==> src/rtl/display_seq_pkg.sv <==
// Shared types and constants for the display word sequencer: FSM states,
// snapshot geometry and the word-index wrap helper.
package display_seq_pkg;

  typedef enum logic [1:0] {
    ST_IDLE   = 2'd0,
    ST_AUTO   = 2'd1,
    ST_PAUSED = 2'd2
  } seq_state_e;

  localparam int NUM_WORDS = 9;
  localparam int IDX_W     = 4;

  localparam logic [IDX_W-1:0] IDX_FIRST = '0;
  localparam logic [IDX_W-1:0] IDX_LAST  = IDX_W'(NUM_WORDS - 1);

  function automatic logic [IDX_W-1:0] idx_inc(input logic [IDX_W-1:0] idx);
    return (idx >= IDX_LAST) ? IDX_FIRST : idx + IDX_W'(1);
  endfunction

endpackage

==> src/rtl/display_word_sequencer_button_debounce.sv <==
// Raw button conditioner: 2-flop synchronizer, consecutive-stable-cycle
// debouncer and a one-cycle registered pulse on each debounced rising edge.
module button_debounce #(
  parameter int DEBOUNCE_CYCLES = 1048576
) (
  input  logic clk_i,
  input  logic rst_ni,
  input  logic btn_i,
  output logic rise_o
);

  localparam int CW = (DEBOUNCE_CYCLES > 1) ? $clog2(DEBOUNCE_CYCLES) : 1;
  localparam logic [CW-1:0] CNT_MAX = CW'(DEBOUNCE_CYCLES - 1);

  logic          sync1_q, sync2_q;
  logic          level_q;
  logic          rise_q;
  logic [CW-1:0] cnt_q;

  always_ff @(posedge clk_i) begin
    if (!rst_ni) begin
      sync1_q <= 1'b0;
      sync2_q <= 1'b0;
      level_q <= 1'b0;
      rise_q  <= 1'b0;
      cnt_q   <= '0;
    end else begin
      sync1_q <= btn_i;
      sync2_q <= sync1_q;
      rise_q  <= 1'b0;
      // Any cycle agreeing with the accepted level restarts the run.
      if (sync2_q != level_q) begin
        if (cnt_q == CNT_MAX) begin
          level_q <= sync2_q;
          rise_q  <= sync2_q;
          cnt_q   <= '0;
        end else begin
          cnt_q <= cnt_q + CW'(1);
        end
      end else begin
        cnt_q <= '0;
      end
    end
  end

  assign rise_o = rise_q;

endmodule

==> src/rtl/display_word_sequencer.sv <==
// Captures a nonce+hash snapshot and pages its nine 32-bit words onto the
// display bus. Optional macro DISPLAY_SEQ_WORD_ID_EN puts the index in [31:28].
module display_word_sequencer #(
  parameter int DWELL_CYCLES    = 134217728,
  parameter int DEBOUNCE_CYCLES = 1048576
) (
  input  logic         clk_in,
  input  logic         reset_n_in,
  input  logic         load_valid_in,
  output logic         load_ready_out,
  input  logic [31:0]  nonce_in,
  input  logic [255:0] hash_in,
  input  logic         btn_next_in,
  input  logic         btn_hold_in,
  output logic [31:0]  Word_out,
  output logic [3:0]   word_idx_out,
  output logic         paused_out
);

  import display_seq_pkg::*;

  localparam int DW = (DWELL_CYCLES > 1) ? $clog2(DWELL_CYCLES) : 1;
  localparam logic [DW-1:0] DWELL_MAX = DW'(DWELL_CYCLES - 1);

  seq_state_e       state_q, state_d;
  logic [IDX_W-1:0] idx_q;
  logic [DW-1:0]    dwell_q;
  logic [31:0]      words_q [NUM_WORDS];
  logic [31:0]      word_q;
  logic [IDX_W-1:0] widx_q;
  logic             ready_q;
  logic             paused_q;

  logic        next_rise, hold_rise;
  logic        xfer, active, dwell_hit, advance;
  logic [31:0] word_sel, word_d;

  button_debounce #(.DEBOUNCE_CYCLES(DEBOUNCE_CYCLES)) u_next (
    .clk_i (clk_in),
    .rst_ni(reset_n_in),
    .btn_i (btn_next_in),
    .rise_o(next_rise)
  );

  button_debounce #(.DEBOUNCE_CYCLES(DEBOUNCE_CYCLES)) u_hold (
    .clk_i (clk_in),
    .rst_ni(reset_n_in),
    .btn_i (btn_hold_in),
    .rise_o(hold_rise)
  );

  assign xfer      = load_valid_in & ready_q;
  assign active    = (state_q != ST_IDLE);
  assign dwell_hit = (state_q == ST_AUTO) && (dwell_q == DWELL_MAX);
  // Dwell expiry and a next press in one cycle still move by one word.
  assign advance   = active & (next_rise | dwell_hit);

  always_comb begin
    state_d = state_q;
    case (state_q)
      ST_IDLE:   if (xfer)      state_d = ST_AUTO;
      ST_AUTO:   if (hold_rise) state_d = ST_PAUSED;
      ST_PAUSED: if (hold_rise) state_d = ST_AUTO;
      default:                  state_d = ST_IDLE;
    endcase
  end

  always_comb begin
    word_sel = '0;
    if (idx_q <= IDX_LAST) word_sel = words_q[idx_q];
  end

`ifdef DISPLAY_SEQ_WORD_ID_EN
  assign word_d = {idx_q, word_sel[27:0]};
`else
  assign word_d = word_sel;
`endif

  always_ff @(posedge clk_in) begin
    if (!reset_n_in) begin
      state_q  <= ST_IDLE;
      idx_q    <= IDX_FIRST;
      dwell_q  <= '0;
      for (int i = 0; i < NUM_WORDS; i++) words_q[i] <= '0;
      word_q   <= '0;
      widx_q   <= '0;
      ready_q  <= 1'b1;
      paused_q <= 1'b0;
    end else begin
      state_q  <= state_d;
      ready_q  <= (state_d != ST_PAUSED);
      paused_q <= (state_d == ST_PAUSED);
      word_q   <= word_d;
      widx_q   <= idx_q;
      // A capture overrides any same-cycle advance: the new snapshot starts at word 0.
      if (xfer) begin
        words_q[0] <= nonce_in;
        for (int i = 1; i < NUM_WORDS; i++)
          words_q[i] <= hash_in[32*(NUM_WORDS-i)-1 -: 32];
        idx_q   <= IDX_FIRST;
        dwell_q <= '0;
      end else if (advance) begin
        idx_q   <= idx_inc(idx_q);
        dwell_q <= '0;
      end else if (hold_rise && active) begin
        dwell_q <= '0;
      end else if (state_q == ST_AUTO) begin
        dwell_q <= dwell_q + DW'(1);
      end
    end
  end

  assign load_ready_out = ready_q;
  assign Word_out       = word_q;
  assign word_idx_out   = widx_q;
  assign paused_out     = paused_q;

endmodule

==> config.mk <==
export PLATFORM = sky130hd
export DESIGN_NAME = display_word_sequencer
export DESIGN_NICKNAME = d
export VERILOG_FILES = /design/src/rtl/display_seq_pkg.sv /design/src/rtl/display_word_sequencer_button_debounce.sv /design/src/rtl/display_word_sequencer.sv
export SDC_FILE = /design/constraint.sdc
export NUM_CORES = 1
export LEC_CHECK = 0
export ABC_AREA = 0
export CAP_MARGIN = 20
export CORE_ASPECT_RATIO = 0.7
export CORE_MARGIN = 2
export CORE_UTILIZATION = 35
export DETAILED_ROUTE_END_ITERATION = 7
export SETUP_SLACK_MARGIN = 0.02
export SLEW_MARGIN = 20
export SYNTH_ARGS = -nofsm -noshare
export SYNTH_HDL_FRONTEND = slang
export SYNTH_SLANG_ARGS = --single-unit
export TNS_END_PERCENT = 50
==> constraint.sdc <==
create_clock -name clk_in -period 7.5 [get_ports clk_in]
set_input_delay 0.75 -clock clk_in [delete_from_list [all_inputs] [get_ports clk_in]]
set_output_delay 0.75 -clock clk_in [all_outputs]
set_load 0.1 [all_outputs]
Run 1, wires at chosen ports, followed through buffers:
Scale: 1 px per um.
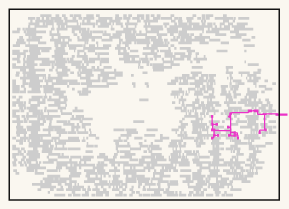
reset_n_in: in magenta, bits 1, direction input, edge right, end cells 20, buffers 1, wire 181 um.

Run 1, M2 wires:
Scale: 2 px per um.
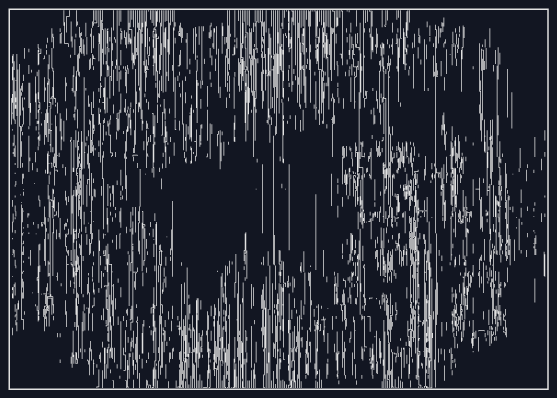
The longest straight run is 98.3 um. The layer carries 19,000 um of wire. 1,604 nets have wire on it. The layer holds 46% of the routed length. The wires run mostly vertical.

Run 1, pin map:
Scale: 2 px per um. Pins as bars across the die edge, other pins in grey.
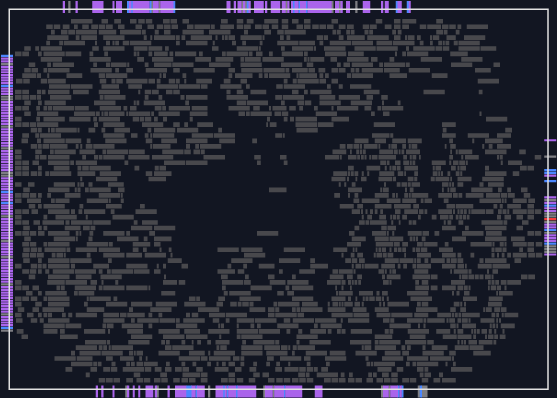
Word_out: in blue, pins 32, direction output, edge 11 bottom, 10 top, 6 right, 5 left. hash_in: in purple, pins 256, direction input, edge 87 top, 84 left, 73 bottom, 12 right. reset_n_in: in red, pins 1, direction input, edge right.
All pins by edge: 106 top, 102 left, 95 bottom, 28 right.

==> summary.txt, run 1 <==
Outcome = completed
DIE WIDTH = 269 um
MaxCap Viol Count = 0
Endpoints failing hold = 0
Die area = 0.0508 sq mm
GRT Overall Usage = 16.1%
Tool warning count = 31
CP Data Arrival Time = 3.60 ns
Reg-to-reg startpoint = idx_q[0]
Number of enable flip-flop cells = 288
Total negative slack = 0 ns
Critical Path Start = reset_n_in
Mapped Avg Cell Area = 13.5 sq um
Setup Buffers After CTS = 0
Post-layout period usage of the worst path = 45.8%
Detail Route Antenna Nets = 0
IO Port Bufs = 330
DRT iter0 DRCs = 806
Longest Clk Path Bufs = 3
TritonCTS clock tree = built
Largest area contributor in the netlist = edfxtp_1
Crit path max-delay family = buffers and inverters
Post-Synthesis Net Count = 1,567
Post-DP HPWL = 27.3 mm
Distinct lib cells = 38
Crit. End Element = register
Total number of yosys warnings = 0
Hold buffer count at cts = 0
Yosys Chip Area = 0.0172 sq mm
XORs/XNORs by Area = 3.27%
Hold_ws = 0.436 ns
Gr ovfl total = 0
Via-per-instance ratio = 4.68
Ys flops = 407
Count of final setup violators = 0
Cts repair resizes = 0
Max-area cell share = 50.4%
Crit path depth = 5
Crit Path Max Fanout = 157
Worst clock skew = 0.0236 ns
Synth Cell Area = 0.0172 sq mm
Peak supply drop = 0.116 mV
Global-route wire length before repair = 62.6 mm
Filler cell count = 4,259
RSZ-0062 raised after global routing = false
Share of cells above drive strength 1 = 9.40%
Residual DRC count = 0
Main synth FF type = edfxtp_1
Clock Pin Slew Worst Setup and Hold Paths = 0.06 ns
Count leader, synth = and2_1
Fa+ha+maj area frac = 0.365%
Top cells by area = edfxtp_1, dfxtp_1, and2_1
Vias = 10,700
CTS sink cnt = 407
CP Cell Sequence = clkdlybuf4s50_1 -> and2_1 -> clkinvlp_4 -> buf_12 -> buf_4
Final Wtd Congestion = 0.755
WP buf/inv = 4
WL final = 41.0 mm
Max Fclk = 291 MHz
Slowest cell delay on critical path = 0.85 ns
Clock root cell = clkbuf_16
Leakage = 8.03 nW
Worst rel slew slack = 28.4%
Final Max Slew Viols = 0
Crit path launch type = primary input
Async SR Flop Fraction = 0%
Vias in the first global route = 10,900
Mux share = 10.4%
# rows = 67
Largest net degree at the start of global routing = 158
Reg2Reg Depth = 6
Comb gate area = 0.00577 sq mm
Crit Path Class = primary input to register
AND/OR/NAND/NOR Cells, Area Fraction = 18.1%
CP max-delay cell = buf_4
Yosys Instances = 1,269
RR Endpoint = Word_out[5]
Nets = 1,880
DIE HEIGHT = 189 um
Register area share after synthesis = 64.3%
Register area = 0.0110 sq mm
DR WL/cell = 18.0 um
Tightest Hold Check Type = register to register
Synth cell count leaders = and2_1, edfxtp_1, nor2_1
H-tree level count = 2
Total power = 0.00502 W
FF-to-FF setup slack = 4.56 ns
Mapped Cells = 1,269
CP endpoint = words_q[7][5]
CP required = 7.67 ns
Most frequent logic cell in the layout = clkdlybuf4s50_1
Clock period minus worst slack = 3.43 ns
Pwr dens = 224 mW/mm^2
Dominant comb cell = simple AND/OR/NAND/NOR gates
Drt first pass iters = 5
Fp_density = 35.7%
Worst Max-Slew Pin Slew = 1.07 ns
Placed Cells = 2,191
Initial antenna violation count = 6
Core ar. = 0.0481 sq mm
Area fraction in compound gates = 1.44%
I/O pin total = 331
Total CTS buffers = 43
Clk latency late pin = 0.55 ns
Most instantiated logic cells after routing = clkdlybuf4s50_1, and2_1, edfxtp_1
Area grow syn2layout = 30.8%
Post-route insts no fill = 2,275
[run 1: registers in the layout (all words and copies together), names as in the netlist, 2 cells and up]
register,count
Word_out,32
dwell_q,27
idx_q,4
state_q,2
u_hold.cnt_q,20
u_next.cnt_q,20
word_idx_out,4
words_q,288
[run 1: final cells by class]
class / instances / share of cell area (%)
Antenna cell: 3 / 0.0335
Clock buffer: 65 / 5.38
Clock inverter: 15 / 0.541
Inverter: 13 / 0.234
Multi-Input combinational cell: 776 / 25.7
Sequential cell: 407 / 49.2
Tap cell: 655 / 3.65
Timing Repair Buffer: 341 / 15.2
[run 1: where the power goes]
group | switching (W) | internal, W
logic | 0.000195 | 0.000224
clock network | 0.000880 | 0.00115
registers | 0.0000318 | 0.00253
[run 1: worst min-delay path by stage]
stage,endpoint,slack (ns),depth (start not counted),start
after floorplan,u_hold.sync2_q,0.41,1,u_hold.sync1_q
after global placement,u_hold.sync2_q,0.41,1,u_hold.sync1_q
after detailed placement,u_hold.sync2_q,0.42,1,u_hold.sync1_q
after CTS,u_hold.sync2_q,0.44,1,u_hold.sync1_q
after global routing,u_hold.sync2_q,0.46,1,u_hold.sync1_q
final,u_hold.sync2_q,0.44,1,u_hold.sync1_q
[run 1: metal layers]
| layer | vias up | GRT usage, % | share of wire, % | wire (um) |
|---|---|---|---|---|
| met1 | 5230 | 23.1 | 47 | 19100 |
| met2 | 250 | 25.3 | 46 | 19000 |
| met3 | 61 | 3.23 | 5.3 | 2160 |
| li1 | 5105 | - | - | - |
| met4 | 6 | 3.57 | 1.7 | 711 |
| met5 | - | 0 | 0.11 | 44 |
[run 1: through the flow]
stage / util, % / instance area [sq um] / setup WS, ns
floorplan: - / 17200 / 1.55
detailed placement: 43.8 / 21100 / 3.54
finish: 46.6 / 22400 / 4.07
global route: 46.6 / 22400 / 3.89
CTS: 46.6 / 22400 / 4.14
global placement: 43.8 / 21100 / 3.61
[run 1: cell families (layout without fill, tap and decap cells)]
family                     Yosys count  in the layout
muxes                               99             99
other                                0              3
xor gates and xnor gates            64             64
DFF                                407            407
AOI/OAI and AO/OA                   47             47
adders and majority gates            5              5
buffers and inverters               86            434
and+or+nand+nor                    561            561
--- run 2 (diff from run 1) ---
==> constraint.sdc (replaced) <==
create_clock -name clk_in -period 2.8 [get_ports clk_in]
set_input_delay 0.28 -clock clk_in [delete_from_list [all_inputs] [get_ports clk_in]]
set_output_delay 0.28 -clock clk_in [all_outputs]
set_load 0.1 [all_outputs]
==> summary.txt, run 2 <==
Post-Synthesis Net Count = 1,567 (unchanged)
MaxCap Viol Count = 0 (unchanged)
HP Start = btn_next_in
Comb gate area = 0.00577 sq mm (about the same)
Distinct lib cells = 38 (unchanged)
Detail Route Antenna Nets = 0 (unchanged)
Vias in the first global route = 11,000 (+1.1%)
Count leader, synth = and2_1
Dominant comb cell = simple AND/OR/NAND/NOR gates
Placed Cells = 2,211 (+0.91%)
Endpoints failing hold = 0 (unchanged)
Pwr dens = 615 mW/mm^2 (+170%)
Register area = 0.0110 sq mm (about the same)
Yosys Instances = 1,269 (unchanged)
DIE HEIGHT = 189 um (unchanged)
Leakage = 8.28 nW (+3.1%)
Crit path launch type = register
Area fraction in compound gates = 1.44% (unchanged)
Final Max Slew Viols = 0 (unchanged)
Clk latency late pin = 0.54 ns (about the same)
Reg2Reg Depth = 5 (-1)
Largest net degree at the start of global routing = 104 (-34%)
PnR worst setup slack = 0.607 ns (-3.46 ns)
XORs/XNORs by Area = 3.27% (unchanged)
Max reg flops = 288 (unchanged)
IO Port Bufs = 330 (unchanged)
Synth Cell Area = 0.0172 sq mm (unchanged)
DR WL/cell = 18.3 um (+1.5%)
Post-DP HPWL = 30.1 mm (+10%)
Crit. End Element = register
Mux share = 10.4% (unchanged)
Synth cell count leaders = and2_1, edfxtp_1, nor2_1
Area grow syn2layout = 32.4%
Largest area contributor in the netlist = edfxtp_1
Residual DRC count = 0 (unchanged)
Hold_ws = 0.338 ns (-0.0983 ns)
Mapped Cells = 1,269 (unchanged)
DIE WIDTH = 269 um (unchanged)
Hold buffer count at cts = 0 (unchanged)
WHS Endpoint = u_next.sync1_q
Fa+ha+maj area frac = 0.365% (unchanged)
Mapped Avg Cell Area = 13.5 sq um (unchanged)
Worst Max-Slew Pin Slew = 0.802 ns (-0.268 ns)
Total CTS buffers = 43 (unchanged)
Die area = 0.0508 sq mm (unchanged)
Register area share after synthesis = 64.3% (unchanged)
WHS Path Cells = 2 (+1)
Crit Path Max Fanout = 36 (-77%)
Crit Path Class = register to register
Share of cells above drive strength 1 = 12.8% (+3.4 points)
Total number of yosys warnings = 0 (unchanged)
Final Wtd Congestion = 0.792 (+4.9%)
Main synth FF type = edfxtp_1
CP required = 3.20 ns (-4.47 ns)
Area of placed instances = 0.0213 sq mm (+0.85%)
I/O pin total = 331 (unchanged)
Clock Pin Slew Worst Setup and Hold Paths = 0.06 ns (about the same)
Yosys Chip Area = 0.0172 sq mm (unchanged)
Via-per-instance ratio = 4.60 (-1.7%)
Outcome = completed
CTS sink cnt = 407 (unchanged)
RSZ-0062 raised after global routing = false
GRT Overall Usage = 16.6% (+0.47 points)
Filler cell count = 4,241 (-0.42%)
Gr ovfl total = 0 (unchanged)
Core ar. = 0.0481 sq mm (unchanged)
RR Endpoint = Word_out[5]
Count of final setup violators = 0 (unchanged)
Fp_density = 35.7% (unchanged)
Tightest Hold Check Type = primary input to register
Number of enable flip-flop cells = 288 (unchanged)
CP Data Arrival Time = 2.60 ns (-1.00 ns)
Most instantiated logic cells after routing = and2_1, clkdlybuf4s50_1, edfxtp_1
Max-area cell share = 50.4% (unchanged)
Clock period minus worst slack = 2.19 ns
Vias = 10,500 (-0.98%)
Clock root cell = clkbuf_16
Global-route wire length before repair = 63.8 mm (+1.8%)
Reg-to-reg startpoint = idx_q[0]
Post-layout period usage of the worst path = 78.3%
DP Worst Slack = 0.545 ns (-3.00 ns)
DRT iter0 DRCs = 670 (-17%)
Peak supply drop = 0.323 mV (+180%)
Post-route insts no fill = 2,291 (+0.70%)
Drt first pass iters = 5 (unchanged)
Max Fclk = 456 MHz
FF-to-FF setup slack = 0.61 ns (-3.95 ns)
Async SR Flop Fraction = 0% (unchanged)
Setup Buffers After CTS = 0 (unchanged)
Initial antenna violation count = 3 (-3)
run 2: netlist changes by cell type in the layout (fill, tap and decap cells not counted), moves of 2 or more:
| cell | change |
|---|---|
| clkinv_1 | +3 |
| clkbuf_4 | -2 |
| clkbuf_1 | -3 |
| buf_12 | +9 |
| buf_4 | +49 |
| bufinv_16 | +7 |
| clkinvlp_4 | -2 |
| clkinv_2 | -3 |
| clkdlybuf4s50_1 | -38 |
run 2: stage by stage:
stage | utilization (%) | power (W)
finish | 47.2 | 0.0140
CTS | 47.2 | 0.0142
global route | 47.2 | 0.0145
floorplan | - | 0.00756
detailed placement | 44.2 | 0.00818
global placement | 44.2 | 0.00817
run 2: cell families (layout without fill, tap and decap cells):
family	count (synthesis)	in the layout
other cells	0	2
simple gates	561	561
fa+ha+maj	5	5
xor+xnor	64	64
flops	407	407
mux	99	99
compound gates	47	47
buf+inv	86	451
run 2: worst max-delay path, cell delays in order (launching register included):
cell,delay (ns)
dfxtp_4,0.87
mux4_2,0.62
mux2i_1,0.17
nor2_1,0.11
a21oi_1,0.16
nor2_1,0.10
run 2: worst max path at each step:
stage	start	to	slack, ns
after global routing	idx_q[0]	Word_out[23]	0.37
after global placement	idx_q[0]	Word_out[26]	0.56
after detailed placement	idx_q[0]	Word_out[23]	0.55
final	idx_q[0]	Word_out[5]	0.61
after CTS	idx_q[0]	Word_out[23]	0.56
after floorplan	load_ready_out	words_q[0][0]	-2.63
run 2: report_power, final:
group	internal (W)	switching [W]	leakage (nW)	total, W
Sequential	0.00679	0.000101	4.14	0.00689
Clock	0.00363	0.00230	0.708	0.00593
Combinational	0.000614	0.000533	3.43	0.00115
Total	0.0110	0.00293	8.28	0.0140
run 2: area by class of cell:
cell class | count | share of cell area [%]
Tap cell | 655 | 3.61
Antenna cell | 2 | 0.0220
Inverter | 13 | 0.231
Multi-Input combinational cell | 776 | 25.4
Clock buffer | 59 | 5.09
Sequential cell | 407 | 48.6
Clock inverter | 19 | 1.32
Timing Repair Buffer | 360 | 15.7
run 2: per-layer routing:
layer / part of all wire (%) / track usage [%] / wire [um]
met1: 49 / 24.6 / 20300
met2: 45 / 25.1 / 18800
met3: 5.0 / 3.28 / 2110
met4: 1.6 / 3.70 / 666
met5: 0.031 / 0 / 13
Run 2, pin map:
Scale: 2 px per um. Pins as bars across the die edge, other pins in grey.
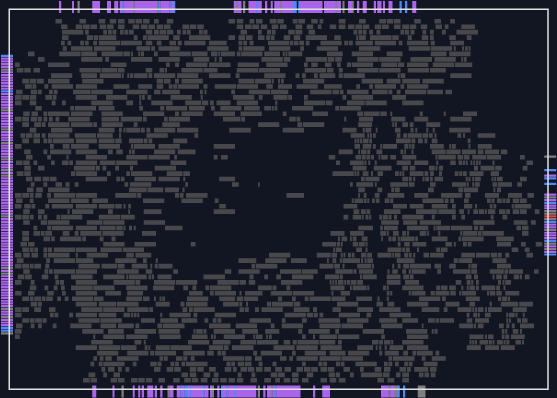
Word_out: in blue, pins 32, direction output, edge 11 bottom, 10 top, 7 right, 4 left. hash_in: in purple, pins 256, direction input, edge 87 top, 86 left, 71 bottom, 12 right. reset_n_in: in red, pins 1, direction input, edge right.

Run 2, signal wires by layer:
Scale: 1 px per um. Only two layers are drawn.
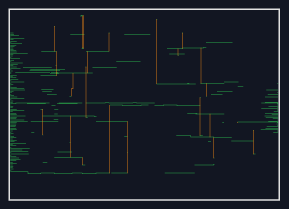
M3: in green, wire length 2,110 um. M4: in orange, wire length 666 um.

Power figures rest on the tool's default switching activity, not on a simulated workload.
